--- src/rtl/serial_adder_seq.sv ---
// Bit-serial ripple adder: adds two WIDTH-bit operands LSB first, one bit per
// enabled clock, using a two-half-adder full-adder cell and a carry register.
module serial_adder_seq #(
    parameter int WIDTH = 8
) (
    input  logic             clk,
    input  logic             rst_n,
    input  logic             ena,
    input  logic             start,
    input  logic [WIDTH-1:0] a,
    input  logic [WIDTH-1:0] b,
    output logic             busy,
    output logic             done,
    output logic [WIDTH-1:0] sum,
    output logic             cout
);

    localparam int CNT_W = $clog2(WIDTH);

    typedef enum logic [1:0] {
        IDLE = 2'd0,
        RUN  = 2'd1,
        DONE = 2'd2
    } state_t;

    state_t             state_reg, state_next;
    logic [WIDTH-1:0]   a_sr_reg, a_sr_next;
    logic [WIDTH-1:0]   b_sr_reg, b_sr_next;
    logic [WIDTH-1:0]   psum_reg, psum_next;
    logic [WIDTH-1:0]   sum_reg, sum_next;
    logic               cout_reg, cout_next;
    logic               carry_reg, carry_next;
    logic [CNT_W-1:0]   cnt_reg, cnt_next;

    // Full adder as two cascaded half adders on the current LSBs.
    logic ha1_sum, ha1_carry, ha2_sum, ha2_carry, fa_carry;

    assign ha1_sum   = a_sr_reg[0] ^ b_sr_reg[0];
    assign ha1_carry = a_sr_reg[0] & b_sr_reg[0];
    assign ha2_sum   = ha1_sum ^ carry_reg;
    assign ha2_carry = ha1_sum & carry_reg;
    assign fa_carry  = ha1_carry | ha2_carry;

    always_comb begin
        state_next = state_reg;
        a_sr_next  = a_sr_reg;
        b_sr_next  = b_sr_reg;
        psum_next  = psum_reg;
        sum_next   = sum_reg;
        cout_next  = cout_reg;
        carry_next = carry_reg;
        cnt_next   = cnt_reg;

        case (state_reg)
            IDLE: begin
                if (start) begin
                    state_next = RUN;
                    a_sr_next  = a;
                    b_sr_next  = b;
                    psum_next  = '0;
                    carry_next = 1'b0;
                    cnt_next   = '0;
                end
            end
            RUN: begin
                psum_next  = {ha2_sum, psum_reg[WIDTH-1:1]};
                a_sr_next  = {1'b0, a_sr_reg[WIDTH-1:1]};
                b_sr_next  = {1'b0, b_sr_reg[WIDTH-1:1]};
                carry_next = fa_carry;
                cnt_next   = cnt_reg + CNT_W'(1);
                // The last bit lands in the visible result on the same edge.
                if (cnt_reg == CNT_W'(WIDTH - 1)) begin
                    state_next = DONE;
                    sum_next   = {ha2_sum, psum_reg[WIDTH-1:1]};
                    cout_next  = fa_carry;
                end
            end
            DONE: begin
                state_next = IDLE;
            end
            default: begin
                state_next = IDLE;
            end
        endcase
    end

    // Reset outranks the clock enable.
    always_ff @(posedge clk) begin
        if (!rst_n) begin
            state_reg <= IDLE;
            a_sr_reg  <= '0;
            b_sr_reg  <= '0;
            psum_reg  <= '0;
            sum_reg   <= '0;
            cout_reg  <= 1'b0;
            carry_reg <= 1'b0;
            cnt_reg   <= '0;
        end else if (ena) begin
            state_reg <= state_next;
            a_sr_reg  <= a_sr_next;
            b_sr_reg  <= b_sr_next;
            psum_reg  <= psum_next;
            sum_reg   <= sum_next;
            cout_reg  <= cout_next;
            carry_reg <= carry_next;
            cnt_reg   <= cnt_next;
        end
    end

    assign busy = (state_reg == RUN);
    assign done = (state_reg == DONE);
    assign sum  = sum_reg;
    assign cout = cout_reg;

endmodule

--- config.mk ---
export PLATFORM = sky130hd
export DESIGN_NAME = serial_adder_seq
export DESIGN_NICKNAME = d
export VERILOG_FILES = /design/src/rtl/serial_adder_seq.sv
export SDC_FILE = /design/constraint.sdc
export NUM_CORES = 1
export LEC_CHECK = 0
export ABC_CLOCK_PERIOD_IN_PS = 1900
export CAP_MARGIN = 40
export CORE_ASPECT_RATIO = 0.7
export CORE_UTILIZATION = 50
export DETAILED_ROUTE_END_ITERATION = 8
export GPL_ROUTABILITY_DRIVEN = 0
export MAX_ROUTING_LAYER = met4
export PLACE_DENSITY = 0.84
export SLEW_MARGIN = 15
export SYNTH_ARGS = -nofsm -noshare
export SYNTH_HDL_FRONTEND = slang
export SYNTH_SLANG_ARGS = --single-unit
--- constraint.sdc ---
create_clock -name clk -period 1.9 [get_ports clk]
set_input_delay 0.38 -clock clk [delete_from_list [all_inputs] [get_ports clk]]
set_output_delay 0.38 -clock clk [all_outputs]
set_load 0.005 [all_outputs]
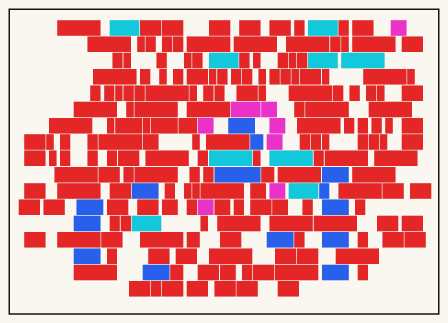
Figure 1: run 1, cells by drive strength.
- _2 cells: blue (cells 14; share 6.5%)
- _6 and larger: cyan (cells 9; share 4.2%)
- _0 and _1 cells: red (cells 183; share 86%)
- _3 and _4 cells: magenta (cells 8; share 3.7%)
fin area: 2140 um^2
Setup WS post-layout: 0.0675 ns
Area Overhead vs Synth: 26.9%

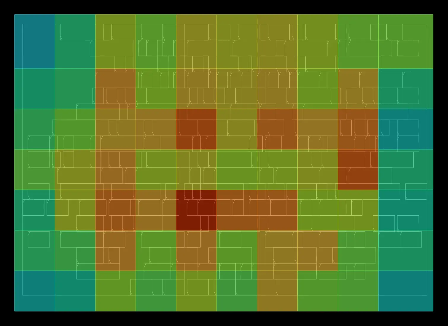
Figure 2: run 1, congestion heat map.
M1 GR Usage: 27.8%
final core utilization: 67.1%
GR peak layer: met2
GRT Util Overall: 21.7%

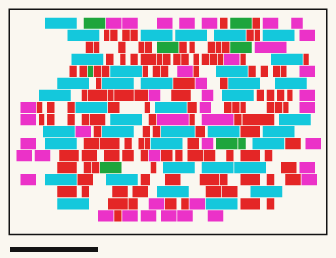
Figure 3: run 1, placed cells, one color a class.
The bar under the picture is 20 um long.
- clock drivers and dummy loads: green (cells 8; share of their area 4.4%)
- other buffers and delay cells: magenta (cells 40; share of their area 20%)
- combinational and other logic: red (cells 128; share of their area 39%)
- flops: cyan (cells 38; share of their area 36%)

==> run 1: cells in the mapped netlist (all sizes together) <==
library cell and n:
fa 1, and4b 1, nor2 5, o21ai 21, and4bb 1, nor2b 2
nand2b 1, or2 1, nand3 9, clkbuf 5, nand2 22, and2b 1
and3b 1, buf 11, dfxtp 38, ha 2, inv 2, mux2i 14
a21oi 29, a211oi 15
==> run 1: layout by cell type (no fill, tap or decap), drive strengths merged <==
| cell | n |
|---|---|
| a211oi | 15 |
| a21oi | 29 |
| and2b | 1 |
| and3b | 1 |
| and4b | 1 |
| and4bb | 1 |
| buf | 10 |
| clkbuf | 7 |
| clkdlybuf4s50 | 30 |
| clkinv | 1 |
| dfxtp | 38 |
| fa | 1 |
| ha | 2 |
| inv | 2 |
| mux2i | 14 |
| nand2 | 22 |
| nand2b | 1 |
| nand3 | 9 |
| nor2 | 5 |
| nor2b | 2 |
| o21ai | 21 |
| or2 | 1 |
==> run 1: kinds of logic after synthesis <==
kind of cell,share of synthesized area [%]
AND-OR/OR-AND,24.5
AND/OR/NAND/NOR,13.1
flip-flops,45.1
buffers and inverters,6.38
multiplexers,8.31
adder cells (fa/ha/maj),2.67
==> run 1: worst reg2reg max path, delay by kind of cell (launching register included) <==
| kind | cells | cell delay, ns |
|---|---|---|
| compound gates | 1 | 0.19 |
| simple gates | 2 | 0.82 |
| flops | 1 | 0.39 |
==> run 1: through the flow <==
step	total power [mW]	worst slack [ns]	area, um^2
floorplan	1.03	0.515	1690
global placement	1.11	-0.0133	2050
detailed placement	1.11	-0.0663	2050
CTS	1.68	0.00549	2140
global route	1.74	0.0268	2140
finish	1.67	0.0675	2140
==> run 1: cell type report <==
type / count / share of cell area [%]
Multi-Input combinational cell: 126 / 38.2
Tap cell: 38 / 2.22
Sequential cell: 38 / 35.6
Clock inverter: 1 / 0.234
Inverter: 2 / 0.351
Timing Repair Buffer: 40 / 19.3
Clock buffer: 7 / 4.04
==> run 1: power by group <==
part / internal, mW / leakage (nW) / switching (mW)
Sequential: 0.830 / 0.310 / 0.0231
Combinational: 0.122 / 0.404 / 0.120
Clock: 0.293 / 0.0482 / 0.284
==> run 1: how the worst max path moves through the flow <==
stage | startpoint | endpoint | slack [ns] | cells past startpoint
after floorplan | cnt_reg[0] | state_reg[1] | 0.51 | 7
after global placement | ena | cnt_reg[0] | -0.01 | 4
after detailed placement | ena | b_sr_reg[0] | -0.07 | 4
after CTS | state_reg[0] | busy | 0.005 | 2
after global routing | state_reg[1] | done | 0.03 | 2
final | state_reg[1] | done | 0.07 | 2
==> run 1: repair_timing <==
item	in CTS	in global routing
resized	0	1
endpoints found under the hold margin	0	0
endpoints found under the setup margin	0	1
==> run 1: routing by layer <==
layer / GRT usage (%) / up-vias / wire [um]
met3: 8.43 / 2 / 187
li1: - / 704 / -
met4: 4.33 / 0 / 27
met5: - / - / 0
met1: 27.8 / 642 / 1650
met2: 32.9 / 37 / 1580
==> results_slide.txt, run 1 <==
Run Summary

Outcome
  • Status: completed

Logic synthesis
  • Post-synthesis cell count: 182
  • #FFs+latches synth: 38
  • Top cells, area: dfxtp_1 45%, a21oi_1 8.6%, mux2i_1 8.3%
  • Synth warn: 0
  • Synth Seq Share: 45.1%
  • Yosys Chip Area: 1690 um^2
  • Area leader, netlist: dfxtp_1
  • Distinct lib cells used: 26
  • Cell Area, Synth: 1690 um^2
  • Syn avg cell area: 9.27 um^2
  • Top cell area share: 45.1%
  • Yosys stat cell total: 182
  • Syn_nets: 205

Critical path
  • Worst R2R End: a_sr_reg[6]
  • CP endpoint kind: output port
  • Worst Path Required: 1.52 ns
  • Reg2reg setup slack: 0.34 ns
  • Max stage delay on crit path: 0.50 ns
  • Startpoint Class: flop
  • Reg2reg start: state_reg[1]
  • Crit-path slowest cell: clkdlybuf4s50_1
  • Crit Path Max Fanout: 9
  • Worst reg2reg path depth: 3
  • Top delay family on crit path: buffers and inverters
  • Crit path kind: reg2out
  • CP cell instances: nor2b_1 -> clkdlybuf4s50_1
  • WP data arrival: 1.45 ns
  • Buf/Inv on CP: 1

Global routing
  • Pin count of the biggest net entering global routing: 30
  • Total grt overflow: 0
  • First-pass GRT wire length: 5810 um
  • Vias in the first global route: 1,291
  • Initial antenna violation count: 0

Detailed routing
  • Post-route ant nets: 0
  • Initial DRT Pass Iterations: 4
  • DR vias: 1,385
  • Vias per cell: 5.50
  • DR iter-0 viols: 61
  • DRC Markers: 0
  • WL per Instance: 13.7 um
  • WL final: 3450 um

Floorplan
  • Core area: 3190 um^2
  • Chip height: 50.6 um
  • Initial Utilization: 52.9%
  • Row count: 17
  • Die W: 71.4 um
  • Overall die area: 3610 um^2
  • Num ports: 31

STA
  • Final hold vios: 0
  • Worst hold slack: 0.445 ns
  • RSZ-0062 raised after global routing: no
  • Final Max Slew Viols: 0
  • Fmax: 0.546 GHz
  • Total negative setup slack: 0 ns
  • Final setup fails: 0
  • Cycle use final: 96.4%
  • Final min period: 1.83 ns
  • Least-Margin Pin Slew: 0.820 ns
  • Final Skew: 0.00780 ns
  • Slew margin rel.: 45.3%

Clock tree
  • CTS tree: built
  • H-tree depth: 2
  • Clock transition at the registers of the reported paths: 0.07 ns
  • CTS max path bufs: 2
  • CTS Hold Buffers Added: 0
  • Clock sinks: 38
  • Setup repair bufs after CTS: 0
  • Late-Pin Clk Latency: 0.29 ns
  • CTS Buf Count: 5
  • Root Buffer: clkbuf_8

Layout
  • Final nets: 236
  • Non-filler cells, final: 252
  • Comb area: 818 um^2
  • Seq. cell area: 762 um^2
  • Fraction of layout cells with a size suffix above 1: 14.5%
  • # fillers: 265
  • Antenna cells: 0

Place
  • Detailed Place HPWL: 2330 um
  • Placed cells: 244
  • Port bufs: 30

Worst hold path
  • Worst hold path endpoint: sum[1]
  • Hold crit path type: reg2reg
  • Hold Path Depth: 2
  • Hold_sp: sum[1]

Power
  • Leakage: 0.763 nW
  • Max rail drop VDD: 0.413 mV
  • Pwr/cell area: 781 nW/um^2

Job
  • Tool Warnings: 26
  • Maxcap violations: 0
Figure 4. Wire density map (run 1).
The bar under the picture is 20 um long. 14 x 10 tiles, from dark purple (low) to yellow (high), scaled to the fullest tile. Values are wire area over tile area, all layers added.
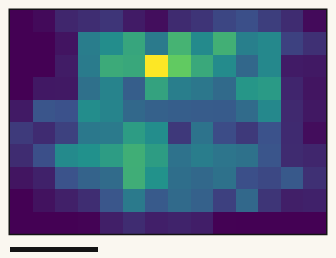

## Run 2: what changed since run 1
--- a/config.mk
+++ b/config.mk
@@ -8,11 +8,11 @@
 export ABC_CLOCK_PERIOD_IN_PS = 1900
 export CAP_MARGIN = 40
 export CORE_ASPECT_RATIO = 0.7
-export CORE_UTILIZATION = 50
+export CORE_UTILIZATION = 51
 export DETAILED_ROUTE_END_ITERATION = 8
 export GPL_ROUTABILITY_DRIVEN = 0
 export MAX_ROUTING_LAYER = met4
-export PLACE_DENSITY = 0.84
+export PLACE_DENSITY = 0.85
 export SLEW_MARGIN = 15
 export SYNTH_ARGS = -nofsm -noshare
 export SYNTH_HDL_FRONTEND = slang
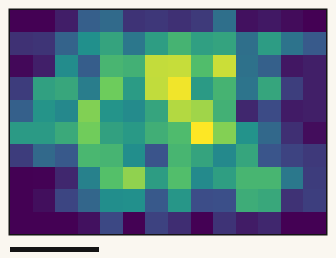
Figure 5: run 2, wire density map.
The bar under the picture is 20 um long. 14 x 10 tiles, from dark purple (low) to yellow (high), scaled to the fullest tile. Values are wire area over tile area, all layers added.
- emptiest ninth of the die: lower left
- nearly empty tiles: 9.3%
- mean over tiles: 0.15
- fullest tile: 0.38
- densest ninth of the die: center
WL final: 3300 um
WL per Instance: 13.1 um

==> run 2 against run 1 <==
Compared with the run above: the flow now finishes with violations (DRC); routed wire length is 4.5% lower; total power is 5.5% higher; flip-flop count stayed put; sequential power is 0.5% lower.
==> results_slide.txt, run 2 <==
Run Summary

Global routing
  • GRT Util Overall: 21.8%
  • Total grt overflow: 0
  • Initial antenna violation count: 0
  • Met3 Resource Use GR: 9.20%
  • First-pass GRT wire length: 5760 um
  • M1 GR Usage: 27.1%
  • Pin count of the biggest net entering global routing: 30
  • M2 GR Usage: 32.7%
  • Vias in the first global route: 1,296
  • GR peak layer: met2

Clock tree
  • CTS max path bufs: 2
  • Clock sinks: 38
  • CTS Hold Buffers Added: 0
  • CTS tree: built
  • Root Buffer: clkbuf_8
  • H-tree depth: 2
  • Late-Pin Clk Latency: 0.29 ns
  • CTS Buf Count: 5
  • PostCTS Resize Cnt: 0
  • Clock transition at the registers of the reported paths: 0.07 ns
  • Setup repair bufs after CTS: 0

Worst hold path
  • Hold crit path type: reg2reg
  • Hold_sp: sum[0]

STA
  • Final Skew: 0.00494 ns
  • Total negative setup slack: 0 ns
  • Final min period: 1.81 ns
  • Cycle use final: 95.5%
  • Least-Margin Pin Slew: 0.299 ns
  • RSZ-0062 raised after global routing: no
  • Final Max Slew Viols: 0
  • Final hold vios: 0
  • Final setup fails: 0
  • Fmax: 0.551 GHz
  • Slew margin rel.: 80.1%

Detailed routing
  • DR vias: 1,352
  • DR iter-0 viols: 58
  • Initial DRT Pass Iterations: 8
  • Post-route ant nets: 0
  • DRC Markers: 4
  • Vias per cell: 5.37

Logic synthesis
  • #FFs+latches synth: 38
  • Yosys top cell by instances: dfxtp_1
  • Fraction of registers with async set/reset: 0%
  • Syn_nets: 205
  • Yosys stat cell total: 182
  • Synth Seq Share: 45.1%
  • Top cell area share: 45.1%
  • Synth warn: 0
  • Most frequent cells after synthesis: 38 x dfxtp_1, 29 x a21oi_1, 22 x nand2_1
  • Top cells, area: dfxtp_1 45%, a21oi_1 8.6%, mux2i_1 8.3%
  • Cell Area, Synth: 1690 um^2
  • Post-synthesis cell count: 182
  • Area leader, netlist: dfxtp_1
  • Syn avg cell area: 9.27 um^2
  • Yosys Chip Area: 1690 um^2
  • Distinct lib cells used: 26
  • Dominant flop cell: dfxtp_1
  • Post-synth EDFFs: 0

Floorplan
  • Die W: 70.7 um
  • Chip height: 50.1 um
  • Row count: 17
  • Overall die area: 3540 um^2
  • Core area: 3150 um^2
  • Initial Utilization: 53.6%
  • Num ports: 31

Critical path
  • WP data arrival: 1.43 ns
  • Crit-path slowest cell: clkdlybuf4s50_1
  • Reg2reg start: cnt_reg[0]
  • Worst Path Required: 1.52 ns
  • Crit Path Max Fanout: 9
  • Critical path launch point: state_reg[1]
  • CP cell instances: nor2b_1 -> clkdlybuf4s50_1
  • Buf/Inv on CP: 1
  • Crit path kind: reg2out
  • Startpoint Class: flop
  • Top delay family on crit path: buffers and inverters
  • CP endpoint kind: output port
  • Max stage delay on crit path: 0.52 ns
  • Reg2reg setup slack: 0.48 ns

Layout
  • Fraction of layout cells with a size suffix above 1: 13.6%
  • Most common logic cells in the final layout: 38 x dfxtp_1, 30 x clkdlybuf4s50_1, 29 x a21oi_1, 22 x nand2_1, 14 x mux2i_1
  • Final nets: 236
  • Area Overhead vs Synth: 27.7%
  • Antenna cells: 0
  • Dominant logic cell type in the layout: dfxtp_1
  • Final core utilization: 68.4%

Place
  • Detailed Place HPWL: 2240 um
  • Port bufs: 30

Outcome
  • Failing checks: DRC
  • Status: finished, violations left

Power
  • Leakage: 0.768 nW
  • Tot Pwr: 1.76 mW
  • Pwr/cell area: 819 nW/um^2
  • Max rail drop VDD: 0.488 mV

Job
  • Maxcap violations: 0
  • Tool Warnings: 26
run 2: worst paths after layout:
kind | to | cells after the start
worst max-delay path | done | 2
worst min-delay path | sum[0] | 2
worst max register to register | state_reg[1] | 6
worst min register to register | sum[0] | 2
run 2: cells by family after synthesis:
family	share of synthesized area [%]
AOI/OAI and AO/OA	24.5
DFF	45.1
buffers and inverters	6.38
adders and majority gates	2.67
muxes	8.31
and+or+nand+nor	13.1
run 2: tightest hold or removal path: cells and delay by family (launching register included):
kind | cells | cell delay (ns)
compound gates | 1 | 0.05
flops | 1 | 0.31
simple gates | 1 | 0.05
run 2: cell type report:
type	instances	area, um^2
fill	257	995
multi-input combinational	126	818
tap	38	47.5
inverter	2	7.51
timing repair buffer	40	413
clock inverter	1	30.0
sequential	38	761
clock buffer	7	76.3
run 2: per-stage QoR:
| step | setup WS (ns) | instance area [um^2] | hold WS (ns) | std cells |
|---|---|---|---|---|
| after CTS | 0.0695 | 2150 | 0.450 | 252 |
| after global placement | 0.236 | 2050 | 0.439 | 244 |
| final | 0.0859 | 2150 | 0.447 | 252 |
| after detailed placement | 0.205 | 2050 | 0.442 | 244 |
| after global routing | 0.0262 | 2150 | 0.463 | 252 |
| after floorplan | 0.515 | 1690 | 0.433 | 182 |
run 2: layer usage:
metal,up-vias,wire length [um]
li1,705,-
met1,616,1650
met2,26,1460
met3,5,164
met4,0,22
met5,-,0
run 2: where the power goes:
part	internal, mW	leakage [nW]	switching (mW)
clock	0.393	0.0524	0.271
combinational	0.127	0.406	0.125
sequential	0.829	0.310	0.0197
total	1.35	0.768	0.415
Figure 6. Cells by drive strength (run 2).
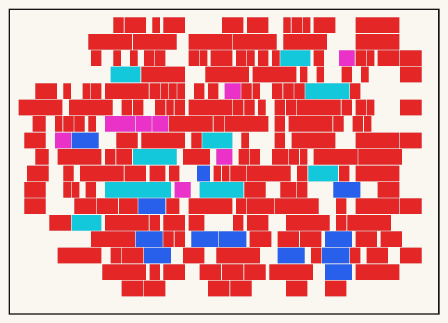

## Run 3: what changed since run 2
--- a/config.mk
+++ b/config.mk
@@ -5,14 +5,15 @@
 export SDC_FILE = /design/constraint.sdc
 export NUM_CORES = 1
 export LEC_CHECK = 0
-export ABC_CLOCK_PERIOD_IN_PS = 1900
+export ABC_CLOCK_PERIOD_IN_PS = 2170
 export CAP_MARGIN = 40
 export CORE_ASPECT_RATIO = 0.7
-export CORE_UTILIZATION = 51
+export CORE_UTILIZATION = 55
+export CTS_CLUSTER_DIAMETER = 200
 export DETAILED_ROUTE_END_ITERATION = 8
 export GPL_ROUTABILITY_DRIVEN = 0
 export MAX_ROUTING_LAYER = met4
-export PLACE_DENSITY = 0.85
+export PLACE_DENSITY = 0.9
 export SLEW_MARGIN = 15
 export SYNTH_ARGS = -nofsm -noshare
 export SYNTH_HDL_FRONTEND = slang
==> constraint.sdc (replaced) <==
create_clock -name clk -period 2.17 [get_ports clk]
set_input_delay 0.434 -clock clk [delete_from_list [all_inputs] [get_ports clk]]
set_output_delay 0.434 -clock clk [all_outputs]
set_load 0.005 [all_outputs]
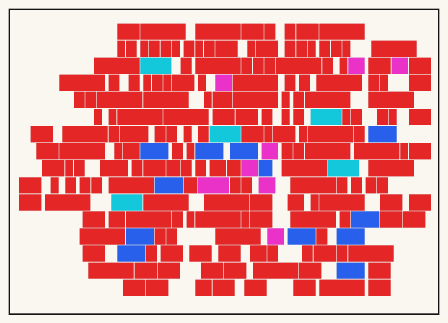
Figure 7: run 3, cells by drive strength.
- _2 cells: blue (cells 12; share 5.7%)
- _6 and larger: cyan (cells 5; share 2.4%)
- _0 and _1 cells: red (cells 185; share 88%)
- _3 and _4 cells: magenta (cells 8; share 3.8%)

==> run 3 against run 2 <==
Compared with the run above: flip-flop count unchanged; sequential power decreased by 12%; critical path type unchanged; sequential share of layout area increased by 1.6 points; via count is 5.5% higher; routed wire length rose by 12%; worst setup slack better by 0.14 ns; the run now ends clean; first-iteration DRC count up 120%; design area decreased by 4.3%; cell count shrank 2.4%; clock power fell by 34%; global-route usage rose by 4.4 points; combinational power down 17%.
==> results_slide.txt, run 3 <==
Run Summary

Outcome
  • Status: completed

Job
  • Maxcap violations: 0
  • Tool Warnings: 26

Logic synthesis
  • Area leader, netlist: dfxtp_1
  • Synth Seq Share: 45.1%
  • Synth warn: 0
  • Cell Area, Synth: 1690 um^2
  • #FFs+latches synth: 38
  • Most frequent cells after synthesis: 38 x dfxtp_1, 29 x a21oi_1, 22 x nand2_1
  • Yosys top cell by instances: dfxtp_1
  • Distinct lib cells used: 26
  • Top cells, area: dfxtp_1 45%, a21oi_1 8.6%, mux2i_1 8.3%
  • Syn_nets: 205
  • Syn avg cell area: 9.27 um^2
  • Yosys Chip Area: 1690 um^2
  • Dominant flop cell: dfxtp_1
  • Yosys stat cell total: 182
  • Post-synthesis cell count: 182
  • Top cell area share: 45.1%
  • Post-synth EDFFs: 0
  • Fraction of registers with async set/reset: 0%

Clock tree
  • PostCTS Resize Cnt: 0
  • CTS Buf Count: 5
  • Clock transition at the registers of the reported paths: 0.07 ns
  • H-tree depth: 2
  • Late-Pin Clk Latency: 0.28 ns
  • CTS Hold Buffers Added: 0
  • CTS max path bufs: 2
  • Setup repair bufs after CTS: 0
  • Root Buffer: clkbuf_8
  • Clock sinks: 38
  • CTS tree: built

Layout
  • # fillers: 206
  • Final nets: 233
  • Antenna cells: 0
  • Final core utilization: 72.0%
  • Dominant logic cell type in the layout: dfxtp_1
  • Fraction of layout cells with a size suffix above 1: 11.9%
  • Most common logic cells in the final layout: 38 x dfxtp_1, 30 x clkdlybuf4s50_1, 29 x a21oi_1, 22 x nand2_1, 14 x mux2i_1
  • Area Overhead vs Synth: 22.2%

Global routing
  • GRT Util Overall: 26.3%
  • Initial antenna violation count: 0
  • First-pass GRT wire length: 6270 um
  • Vias in the first global route: 1,443
  • Total grt overflow: 0
  • Pin count of the biggest net entering global routing: 30

Critical path
  • Crit Path Max Fanout: 10
  • CP cell instances: nor2b_1 -> clkdlybuf4s50_1
  • Crit-path slowest cell: clkdlybuf4s50_1
  • WP data arrival: 1.51 ns
  • Top delay family on crit path: buffers and inverters
  • CP endpoint kind: output port
  • Buf/Inv on CP: 1
  • Max stage delay on crit path: 0.53 ns
  • Crit path kind: reg2out
  • Startpoint Class: flop
  • Worst Path Required: 1.74 ns

Power
  • Max rail drop VDD: 0.472 mV
  • Leakage: 0.726 nW
  • Pwr/cell area: 677 nW/um^2
  • Tot Pwr: 1.40 mW

Floorplan
  • Die W: 68.2 um
  • Initial Utilization: 58.9%
  • Row count: 16
  • Overall die area: 3300 um^2
  • Chip height: 48.3 um
  • Num ports: 31
  • Core area: 2860 um^2

Detailed routing
  • DR vias: 1,427
  • DR iter-0 viols: 125
  • Vias per cell: 5.80
  • Post-route ant nets: 0
  • WL per Instance: 15.0 um
  • DRC Markers: 0
  • Initial DRT Pass Iterations: 4
  • WL final: 3700 um

STA
  • Final hold vios: 0
  • Setup WS post-layout: 0.225 ns
  • RSZ-0062 raised after global routing: no
  • Final setup fails: 0
  • Final Max Slew Viols: 0
  • Least-Margin Pin Slew: 0.449 ns
  • Total negative setup slack: 0 ns
  • Worst hold slack: 0.452 ns
  • Final Skew: 0.00567 ns
  • Fmax: 0.514 GHz
  • Slew margin rel.: 70.0%
  • Cycle use final: 89.6%
  • Final min period: 1.95 ns

Place
  • Port bufs: 30
  • Pre-CTS setup slack: 0.214 ns
  • Detailed Place HPWL: 2580 um

Worst hold path
  • Hold crit path type: reg2reg
[run 3: layer usage]
metal	vias to the layer above	GRT usage, %	part of all wire, %	wire length, um
met5	-	-	0	0
met4	0	10.1	2.0	74
met3	13	7.31	5.3	197
met2	40	41.5	50	1850
met1	675	31.3	43	1580
li1	699	-	-	-
[run 3: worst min-delay path: cells and delay by family (launching register included)]
family           cells  cell delay (ns)
flip-flops           1             0.31
AND/OR/NAND/NOR      1             0.05
AND-OR/OR-AND        1             0.05
[run 3: stage by stage]
stage,std cells,instance area [um^2]
final,246,2060
after global placement,239,1980
after detailed placement,239,1980
after CTS,246,2060
after floorplan,182,1690
after global routing,246,2060
[run 3: cells by family after synthesis]
family                   count (synthesis)  share of synthesized area (%)
adder cells (fa/ha/maj)                  3                           2.67
buffers and inverters                   18                           6.38
flip-flops                              38                           45.1
AND-OR/OR-AND                           65                           24.5
multiplexers                            14                           8.31
AND/OR/NAND/NOR                         44                           13.1
[run 3: layout make-up]
class / instances / area [um^2] / area share, %
multi-input cells: 126 / 818 / 39.7
inverters: 2 / 7.51 / 0.364
flip-flops and latches: 38 / 761 / 36.9
repair buffers: 37 / 353 / 17.1
clock buffers: 7 / 76.3 / 3.70
well taps: 36 / 45.0 / 2.19
[run 3: worst paths after layout]
path                            cells after the start  slack [ns]    startpoint      to
worst min register to register                      2        0.45        sum[2]  sum[2]
worst min-delay path                                2        0.45        sum[2]  sum[2]
worst max register to register                      6        0.75    cnt_reg[0]  sum[5]
worst max-delay path                                2        0.22  state_reg[0]    busy
[run 3: power breakdown]
part / total [mW] / leakage, nW / switching (mW) / internal, mW
sequential: 0.747 / 0.310 / 0.0205 / 0.726
clock: 0.440 / 0.0383 / 0.219 / 0.221
combinational: 0.208 / 0.378 / 0.109 / 0.0986
total: 1.40 / 0.726 / 0.349 / 1.05

==> screenshots <==
Port wiring.
image #1
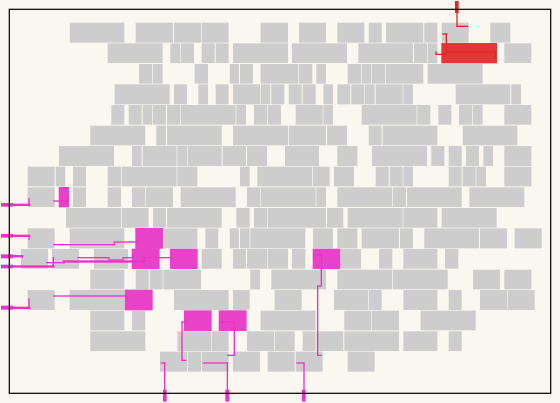
image #2
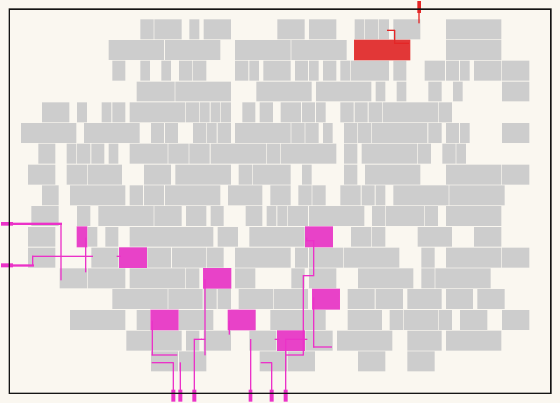
image #3
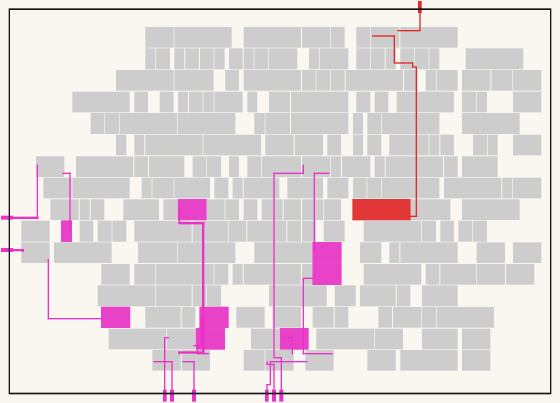
- run 1 = image #1
- run 2 = image #2
- run 3 = image #3

Key to image #1:
- cout: red (bits 1; direction output; end cells 1; wire 15.3 um)
- b: magenta (bits 8; direction input; end cells 8; wire 110 um)

Power figures rest on the tool's default switching activity, not on a simulated workload.
